File: src/rtl/counter_down_sync.sv
// Loadable synchronous down-counter / interval timer with one-shot and auto-reload modes.
// Define COUNTER_DOWN_PRESCALE_EN to divide enabled RUN cycles by PRESCALE before each decrement.
module counter_down_sync #(
  parameter int unsigned WIDTH    = 4,
  parameter int unsigned PRESCALE = 4
) (
  input  logic             clk,
  input  logic             rst_n,
  input  logic             load,
  input  logic [WIDTH-1:0] load_val,
  input  logic             mode,
  input  logic             start,
  input  logic             stop,
  input  logic             en,
  output logic [WIDTH-1:0] count,
  output logic             busy,
  output logic             tc
);

  // Handshake: none; load/start/stop are single-cycle pulses sampled on the rising edge,
  // with priority load > stop > start > count.

  typedef enum logic {IDLE = 1'b0, RUN = 1'b1} state_t;

  state_t           state;
  logic [WIDTH-1:0] reload;
  logic             tick;

`ifdef COUNTER_DOWN_PRESCALE_EN
  localparam int unsigned PSC_W = $clog2(PRESCALE);
  logic [PSC_W-1:0] psc;
  logic             psc_wrap;

  assign psc_wrap = (psc == PSC_W'(PRESCALE - 1));

  // Prescaler advances only on enabled RUN cycles that are not overridden by a control pulse.
  always_ff @(posedge clk or negedge rst_n) begin
    if (!rst_n) begin
      psc <= '0;
    end else if (load) begin
      psc <= '0;
    end else if (stop) begin
      psc <= psc;
    end else if (start) begin
      if (state == IDLE && count != '0) psc <= '0;
    end else if (state == RUN && en) begin
      psc <= psc_wrap ? '0 : psc + PSC_W'(1);
    end
  end

  always_comb begin
    tick = 1'b0;
    if (!load && !stop && !start && state == RUN && en) tick = psc_wrap;
  end
`else
  logic unused_prescale;
  assign unused_prescale = (PRESCALE != 0);

  always_comb begin
    tick = 1'b0;
    if (!load && !stop && !start && state == RUN && en) tick = 1'b1;
  end
`endif

  always_ff @(posedge clk or negedge rst_n) begin
    if (!rst_n) begin
      state  <= IDLE;
      count  <= '0;
      reload <= '0;
      tc     <= 1'b0;
    end else begin
      tc <= 1'b0;
      if (load) begin
        count  <= load_val;
        reload <= load_val;
        state  <= IDLE;
      end else if (stop) begin
        if (state == RUN) state <= IDLE;
      end else if (start) begin
        if (state == IDLE && count != '0) state <= RUN;
      end else if (tick) begin
        // count==0 is never decremented, so the counter cannot wrap.
        if (count > WIDTH'(1)) begin
          count <= count - WIDTH'(1);
        end else if (count == WIDTH'(1)) begin
          tc <= 1'b1;
          if (mode) begin
            count <= reload;
          end else begin
            count <= '0;
            state <= IDLE;
          end
        end
      end
    end
  end

  assign busy = (state == RUN);

endmodule

File: config.mk
export PLATFORM = sky130hd
export DESIGN_NAME = counter_down_sync
export DESIGN_NICKNAME = d
export VERILOG_FILES = /design/src/rtl/counter_down_sync.sv
export SDC_FILE = /design/constraint.sdc
export NUM_CORES = 1
export LEC_CHECK = 0
export ABC_AREA = 1
export CAP_MARGIN = 10
export CORE_AREA = 2 2 39 41
export CTS_BUF_LIST = sky130_fd_sc_hd__clkbuf_2 sky130_fd_sc_hd__clkbuf_4 sky130_fd_sc_hd__clkbuf_8
export CTS_CLUSTER_SIZE = 20
export DETAILED_ROUTE_END_ITERATION = 6
export DIE_AREA = 0 0 41 43
export HOLD_SLACK_MARGIN = 0.06
export PLACE_DENSITY_LB_ADDON = 0.3
export RECOVER_POWER = 100
export SKIP_LAST_GASP = 1
export SLEW_MARGIN = 25
export SYNTH_ARGS = -nofsm -noshare
export SYNTH_HDL_FRONTEND = slang
export SYNTH_SLANG_ARGS = --single-unit
File: constraint.sdc
create_clock -name clk -period 3.5 [get_ports clk]
set_input_delay 1.05 -clock clk [delete_from_list [all_inputs] [get_ports clk]]
set_output_delay 1.05 -clock clk [all_outputs]
set_load 0.01 [all_outputs]
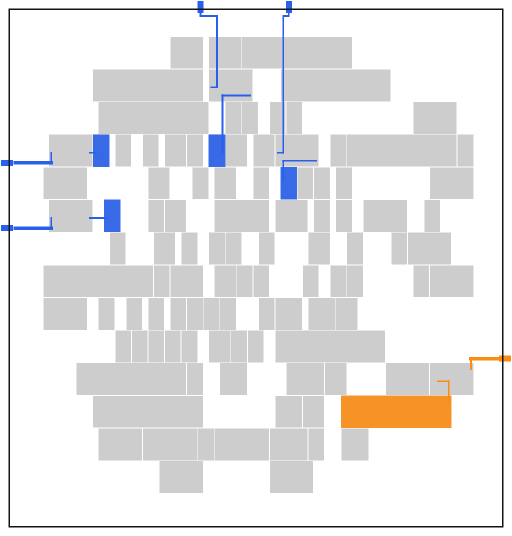
**Above:** port wiring.
Scale: 12 px per um.
- blue: load_val (bits 4; direction input; end cells 4; buffers 4; wire 41.6 um)
- orange: tc (bits 1; direction output; end cells 1; buffers 1; wire 5.70 um)

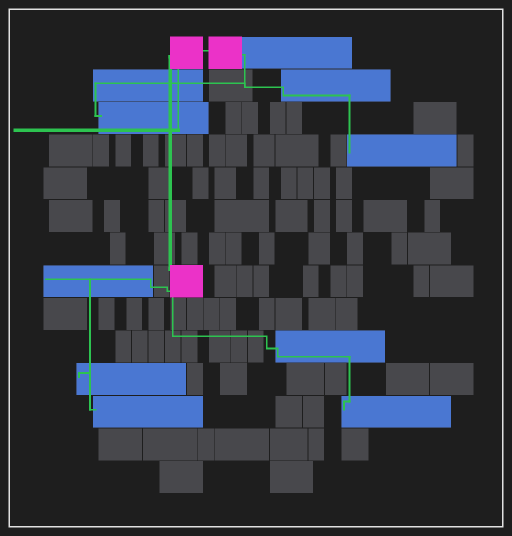
**Above:** clock wires, drivers and flops.
Scale: 12 px per um.
- magenta: clock-net drivers (count 3)
- blue: flip-flops (count 10)
- green: clock wires (length 130 um)
- routed clock nets: 4

==> impl_metrics.csv <==
group,metric,value,unit
logic_synthesis,top_area_share,39.4,%
logic_synthesis,synth.cellmix.compoundShare,3.94,%
logic_synthesis,ys_cells,88,
global_routing,grtUsageMet2,27.5,%
setup_path,path_buffers,1,
place,pre_cts_ws,1.09,ns
layout,clk_share,2.76,%
layout,ff_count,10,
route,first_pass_iters,4,
route,detail_route.vias_per_cell,4.87,
clock_network,clock.latency.late_pin,0.26,ns
pwr,p_sw,117,uW
place,gp_congestion,0.841,
setup_path,cp.arrival,1.38,ns
setup_path,crit_chain,"dlygate4sd3_1",
logic_synthesis,syn-num-nets,102,
layout,lay_top_cells,"nand2_1 (36), inv_1 (11), nand3_1 (11), dfrtp_1 (10)",
worst_hold_path,hold_class,"reg -> reg",
clock_network,ctsHoldBuffers,0,
run_status,status,"completed",
clock_network,clockRootBuffer,"clkbuf_4",
layout,buffers_excl_clock,16,
floorplan,io_pins,17,
global_routing,grt_pass1_vias,506,
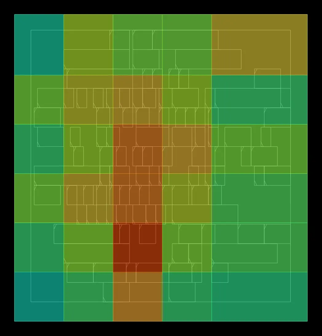
**Above:** routing congestion map.
busiest layer in global routing: met2
Final Util: 58.9%
WL/cell: 10.5 um
met1 Use GR: 23.0%

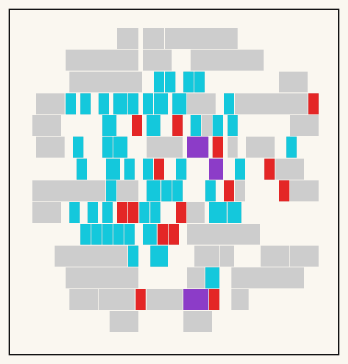
**Above:** gate families picked out.
Scale: 8 px per um.
- cyan: nand cells (cells 49)
- purple: aoi and oai cells (cells 3)
- red: inv cells (cells 15)

No activity file was given, so power comes from the tool's default toggle rates.
